==> config.mk <==
export PLATFORM = sky130hd
export DESIGN_NAME = wb_writer
export DESIGN_NICKNAME = d
export VERILOG_FILES = /design/src/rtl/oryx_pkg.sv /design/src/rtl/wb_scoreboard.sv /design/src/rtl/wb_writer.sv
export SDC_FILE = /design/constraint.sdc
export NUM_CORES = 1
export LEC_CHECK = 0
export ABC_AREA = 0
export CAP_MARGIN = 5
export CORE_ASPECT_RATIO = 1.75
export CORE_UTILIZATION = 51
export CTS_CLUSTER_SIZE = 20
export DETAILED_ROUTE_END_ITERATION = 8
export PLACE_DENSITY = 0.87
export SLEW_MARGIN = 20
export SYNTH_ARGS = -nofsm -noshare
export SYNTH_HDL_FRONTEND = slang
export SYNTH_SLANG_ARGS = --single-unit
export TNS_END_PERCENT = 10
==> constraint.sdc <==
create_clock -name clk -period 4.4 [get_ports clk]
set_clock_uncertainty 0.05 [all_clocks]
set_input_delay 0.66 -clock clk [delete_from_list [all_inputs] [get_ports clk]]
set_output_delay 0.66 -clock clk [all_outputs]
set_load 0.05 [all_outputs]
==> src/rtl/oryx_pkg.sv <==
// -----------------------------------------------------------------------------
// oryx_pkg
// Shared definitions for the oryx core write-back slice.
//   XLEN     : result / register-file data width
//   NREG     : number of architectural registers
//   REG_AW   : register index width (clog2(NREG))
//   wb_src_e : write-back result source (ALU or load unit)
//   wb_req_t : one write-back request (destination index + payload)
// -----------------------------------------------------------------------------
package oryx_pkg;

   localparam int unsigned XLEN   = 32;
   localparam int unsigned NREG   = 32;
   localparam int unsigned REG_AW = 5;

   typedef enum logic {
      WB_SRC_ALU = 1'b0,
      WB_SRC_LD  = 1'b1
   } wb_src_e;

   typedef struct packed {
      logic [REG_AW-1:0] rd;
      logic [XLEN-1:0]   data;
   } wb_req_t;

endpackage

==> src/rtl/wb_scoreboard.sv <==
// -----------------------------------------------------------------------------
// wb_scoreboard
// Pending-write scoreboard: one busy bit per architectural register.
// Ports:
//   clk, rst              : clock, synchronous active-high reset (clears all)
//   set_i, set_idx_i      : mark set_idx_i busy on the next posedge
//   clr_i, clr_idx_i      : clear clr_idx_i on the next posedge
//   q1_idx_i, q2_idx_i    : hazard query indices
//   q1_busy_o, q2_busy_o  : busy state of the queried registers (current state)
// Register 0 is never busy. A set and a clear on the same index in the same
// cycle leaves the register busy.
// -----------------------------------------------------------------------------
module wb_scoreboard #(
   parameter int unsigned NREG = 32,
   parameter int unsigned AW   = 5
) (
   input  logic          clk,
   input  logic          rst,
   input  logic          set_i,
   input  logic [AW-1:0] set_idx_i,
   input  logic          clr_i,
   input  logic [AW-1:0] clr_idx_i,
   input  logic [AW-1:0] q1_idx_i,
   input  logic [AW-1:0] q2_idx_i,
   output logic          q1_busy_o,
   output logic          q2_busy_o
);

   logic [NREG-1:0] busy_q;
   logic [NREG-1:0] busy_d;

   // Clear applied before set so that a same-cycle set on that index wins.
   always_comb begin
      busy_d = busy_q;
      if (clr_i) busy_d[clr_idx_i] = 1'b0;
      if (set_i) busy_d[set_idx_i] = 1'b1;
      busy_d[0] = 1'b0;
   end

   always_ff @(posedge clk) begin
      if (rst) begin
         busy_q <= '0;
      end else begin
         busy_q <= busy_d;
      end
   end

   // No bypass: queries see only the registered state.
   assign q1_busy_o = busy_q[q1_idx_i];
   assign q2_busy_o = busy_q[q2_idx_i];

endmodule

==> src/rtl/wb_writer.sv <==
// -----------------------------------------------------------------------------
// wb_writer
// Write-side master for the register file. Accepts results from the ALU and
// the load unit over valid/ready, grants at most one per cycle and drives a
// registered write port. Tracks pending writes for RAW hazard detection.
// Ports:
//   clk, rst                   : clock, synchronous active-high reset
//   alu_valid/ready/rd/data    : ALU result handshake and payload
//   ld_valid/ready/rd/data     : load result handshake and payload
//   issue_valid, issue_rd      : decode issues an instruction writing issue_rd
//   q_r1, q_r2                 : hazard query indices
//   busy_r1, busy_r2           : pending write to q_r1 / q_r2 (combinational)
//   wr_en, w1, data            : registered register-file write port
//   stall_cnt                  : cycles in which a valid source was held off
// Build option:
//   WB_RR_ARB_EN : two-way round-robin arbitration between ALU and load unit.
//                  When undefined, the load unit has fixed priority.
// -----------------------------------------------------------------------------
module wb_writer #(
   parameter int unsigned XLEN = oryx_pkg::XLEN,
   parameter int unsigned NREG = oryx_pkg::NREG,
   parameter int unsigned AW   = oryx_pkg::REG_AW
) (
   input  logic            clk,
   input  logic            rst,
   input  logic            alu_valid,
   output logic            alu_ready,
   input  logic [AW-1:0]   alu_rd,
   input  logic [XLEN-1:0] alu_data,
   input  logic            ld_valid,
   output logic            ld_ready,
   input  logic [AW-1:0]   ld_rd,
   input  logic [XLEN-1:0] ld_data,
   input  logic            issue_valid,
   input  logic [AW-1:0]   issue_rd,
   input  logic [AW-1:0]   q_r1,
   input  logic [AW-1:0]   q_r2,
   output logic            busy_r1,
   output logic            busy_r2,
   output logic            wr_en,
   output logic [AW-1:0]   w1,
   output logic [XLEN-1:0] data,
   output logic [31:0]     stall_cnt
);

   import oryx_pkg::*;

   logic            alu_gnt;
   logic            ld_gnt;
   wb_src_e         sel_src;
   logic [AW-1:0]   sel_rd;
   logic [XLEN-1:0] sel_data;
   logic            stall;

   logic            wr_en_d, wr_en_q;
   logic [AW-1:0]   w1_d,    w1_q;
   logic [XLEN-1:0] data_d,  data_q;
   logic [31:0]     stall_d, stall_q;

`ifdef WB_RR_ARB_EN
   wb_src_e         ptr_d, ptr_q;
`endif

   // Grant depends only on the valids (and pointer), never on payloads.
   always_comb begin
      alu_gnt = 1'b0;
      ld_gnt  = 1'b0;
      if (!rst) begin
`ifdef WB_RR_ARB_EN
         if (alu_valid && ld_valid) begin
            alu_gnt = (ptr_q == WB_SRC_ALU);
            ld_gnt  = (ptr_q == WB_SRC_LD);
         end else begin
            alu_gnt = alu_valid;
            ld_gnt  = ld_valid;
         end
`else
         ld_gnt  = ld_valid;
         alu_gnt = alu_valid && !ld_valid;
`endif
      end
   end

   assign alu_ready = alu_gnt;
   assign ld_ready  = ld_gnt;

   always_comb begin
      sel_src = ld_gnt ? WB_SRC_LD : WB_SRC_ALU;
      if (sel_src == WB_SRC_LD) begin
         sel_rd   = ld_rd;
         sel_data = ld_data;
      end else begin
         sel_rd   = alu_rd;
         sel_data = alu_data;
      end
   end

   assign stall = (alu_valid && !alu_gnt) || (ld_valid && !ld_gnt);

   // Writes to x0 are accepted but never reach the port; w1/data then hold.
   always_comb begin
      wr_en_d = (alu_gnt || ld_gnt) && (sel_rd != '0);
      w1_d    = w1_q;
      data_d  = data_q;
      if (wr_en_d) begin
         w1_d   = sel_rd;
         data_d = sel_data;
      end
      stall_d = stall ? stall_q + 32'd1 : stall_q;
   end

`ifdef WB_RR_ARB_EN
   // Only contended grants move the pointer.
   always_comb begin
      ptr_d = ptr_q;
      if (alu_valid && ld_valid && !rst) begin
         ptr_d = (ptr_q == WB_SRC_ALU) ? WB_SRC_LD : WB_SRC_ALU;
      end
   end
`endif

   always_ff @(posedge clk) begin
      if (rst) begin
         wr_en_q <= 1'b0;
         w1_q    <= '0;
         data_q  <= '0;
         stall_q <= '0;
`ifdef WB_RR_ARB_EN
         ptr_q   <= WB_SRC_ALU;
`endif
      end else begin
         wr_en_q <= wr_en_d;
         w1_q    <= w1_d;
         data_q  <= data_d;
         stall_q <= stall_d;
`ifdef WB_RR_ARB_EN
         ptr_q   <= ptr_d;
`endif
      end
   end

   assign wr_en     = wr_en_q;
   assign w1        = w1_q;
   assign data      = data_q;
   assign stall_cnt = stall_q;

   wb_scoreboard #(
      .NREG (NREG),
      .AW   (AW)
   ) u_scoreboard (
      .clk       (clk),
      .rst       (rst),
      .set_i     (issue_valid && (issue_rd != '0)),
      .set_idx_i (issue_rd),
      .clr_i     (wr_en_d),
      .clr_idx_i (sel_rd),
      .q1_idx_i  (q_r1),
      .q2_idx_i  (q_r2),
      .q1_busy_o (busy_r1),
      .q2_busy_o (busy_r2)
   );

endmodule
Run 1, a small window of the routed layout:
Region (0, 78) to (50, 128) um. Cells in grey, sequential cells in the stronger grey; small squares are vias.
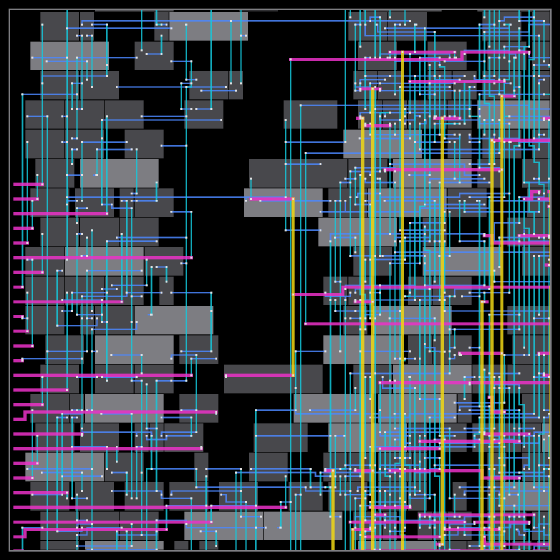
met1: shown in blue. met3: shown in magenta. met4: shown in yellow. met2: shown in cyan.
Most frequent: clkdlybuf4s50_1 (27), dfxtp_1 (24), mux2i_1 (19). Sequential cells in the window: 24. Netlist names of flops here include `u_scoreboard.busy_q` (14), `data` (8), `w1` (2). 142 logic cells have their middle in the window.

Run 1, selected gate families:
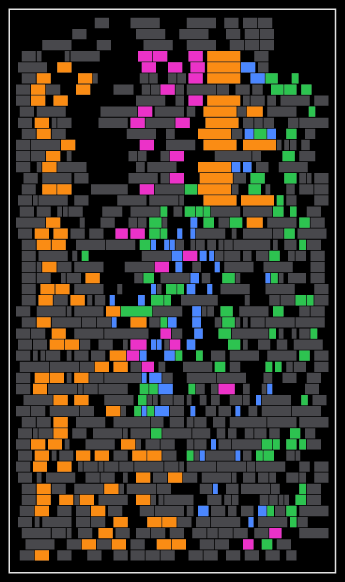
AND-OR and OR-AND gates: shown in magenta, cells 28, most used a32o_1. NOR gates: shown in blue, cells 50, most used nor2_1. inverting AOI/OAI gates: shown in green, cells 77, most used a21oi_1. multiplexers: shown in orange, cells 88, most used mux2i_1.
Comb area share: 0.4211
Finished Layout Cells: 845

==> reports/qor.yml, run 1 <==
critPathLaunchType: "input port"
fmax_ghz: 0.2369
cts_buffer_depth: 2
drt_iter0_drc: 371
reg2reg_depth: 5
ys_sh_aoi: 0.1461
seqPwrFrac: 0.421
p_seq_w: 0.000982
status: "finished clean"
dr.pass1.iters: 5
yosys.area_share.xor_xnor: 0.01629
openroad.warnings: 26
grt_pass1_wl_um: 25830
clockPowerShare: 0.359
ys_types: 58
drive_above_1_share: 0.07799
rrSetupSlack_ns: 1.88
via_per_inst: 6.331
vdd_drop_max_v: 0.0002428
p_comb_w: 0.000515
cp.depth: 6
holdWs_ns: 0.4119
r2r-end: "stall_cnt[18]$_SDFFE_PP0P_"
clk_pin_slew_worst_paths_ns: 0.07
grt-ovfl-total: 0
slew_headroom: 0.2918
comb_power_share: 0.220
crit_slowest_cell: "clkdlybuf4s50_1"
floorplan.nets: 665
yosys_area_um2: 5376
Run 1, clock routing:
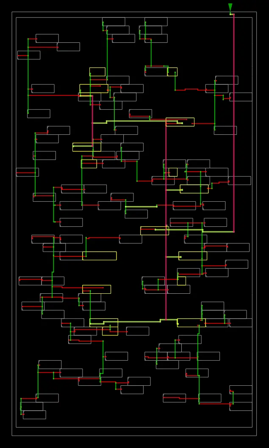
Power Clock: 0.000838 W
clk ins delay skew pair: 0.34 ns
registers: 101
CTS Sinks: 101

[run 1: routing by layer]
| layer | vias to the layer above | GRT usage | part of all wire |
|---|---|---|---|
| met5 | - | 0 | 0 |
| met4 | 0 | 0.1889 | 0.055 |
| met3 | 62 | 0.06623 | 0.075 |
| met2 | 270 | 0.5788 | 0.54 |
| met1 | 2532 | 0.2902 | 0.33 |
| li1 | 2486 | - | - |
[run 1: layout make-up]
type | instances | area [um^2] | share of cell area
inverters | 17 | 65.06 | 0.008779
flip-flops and latches | 101 | 2022 | 0.2728
clock buffers | 12 | 266.5 | 0.03596
clock inverters | 4 | 53.80 | 0.007260
multi-input cells | 409 | 3120 | 0.4211
well taps | 127 | 158.9 | 0.02144
repair buffers | 175 | 1724 | 0.2327
Run 1, power grid:
Pins as bars on the die edge.
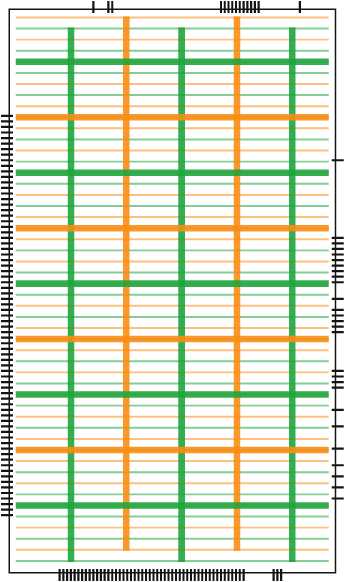

==> run 2, diff against run 1 <==
--- a/config.mk
+++ b/config.mk
@@ -12,6 +12,7 @@
 export CTS_CLUSTER_SIZE = 20
 export DETAILED_ROUTE_END_ITERATION = 8
 export PLACE_DENSITY = 0.87
+export REMOVE_ABC_BUFFERS = 1
 export SLEW_MARGIN = 20
 export SYNTH_ARGS = -nofsm -noshare
 export SYNTH_HDL_FRONTEND = slang
Run 2, power grid:
Pins as bars on the die edge.
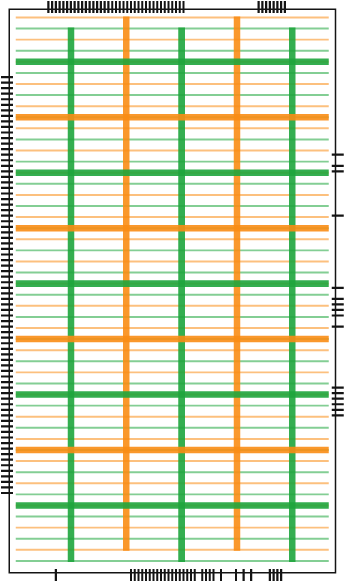
VDD: shown in orange. VSS: shown in green.
168 signal pins sit on the boundary. 5 straps on met4.
VDD IR-drop max: 0.0002926 V
core area: 10240 um^2
die width: 79.62 um
Die Ht: 137.8 um

==> reports/qor.yml, run 2 <==
ys_types: 58  # unchanged
holdWs_ns: 0.4093  # -0.002671 ns
r2r-end: "stall_cnt[18]$_SDFFE_PP0P_"
drt_iter0_drc: 579  # +56%
buffers: 172  # -1.7%
status: "finished clean"
seq_cells: 101  # unchanged
numClockSinks: 101  # unchanged
comb_power_share: 0.213  # -0.007
rrSetupSlack_ns: 1.96  # +0.08 ns
cp.depth: 6  # unchanged
reg2reg_depth: 5  # unchanged
drive_above_1_share: 0.07552  # -0.002470
seq_area_um2: 2022  # unchanged
clkLatencyLatePin_ns: 0.35  # about the same
required_ns: 3.69
grt_pass1_wl_um: 25270  # -2.2%
syn_inst: 570
seq_share: 0.2723  # -0.0005056
buf_share: 0.2305  # -0.002116
comb_share: 0.4201  # -0.0009487
via_per_inst: 6.284  # -0.75%
grt-ovfl-total: 0  # unchanged
p_seq_w: 0.000983  # about the same
dr.pass1.iters: 7  # +2
dominant_cells: "logic gates"
yosys_area_um2: 5376  # unchanged
cts_buffer_depth: 2  # unchanged
final-clk-cell-share: 0.04685  # +0.003627
seqPwrFrac: 0.409  # -0.012
num-nonclk-inverters: 17  # unchanged
crit_slowest_cell: "clkdlybuf4s50_1"
logic_area_um2: 3119  # about the same
p_comb_w: 0.000512  # about the same
fmax_ghz: 0.2763  # +17%
run 2: cell types whose count changed in the layout (fill, tap and decap cells not counted):
cell / change
bufinv_16: +2
clkinv_4: +1
a2111oi_1: -1
clkbuf_8: -3
clkdlybuf4s50_1: -1
buf_12: +1
a2111oi_0: +1
buf_4: -3
run 2: per-layer routing:
| layer | global-route usage | wire length (um) | vias up | share of wire |
|---|---|---|---|---|
| met5 | 0 | 0 | - | 0 |
| met4 | 0.1768 | 734 | 0 | 0.047 |
| met3 | 0.08675 | 1145 | 72 | 0.073 |
| met2 | 0.5242 | 8248 | 245 | 0.53 |
| met1 | 0.3113 | 5559 | 2488 | 0.35 |
| li1 | - | - | 2486 | - |
Power is estimated from default activity; no workload was simulated.
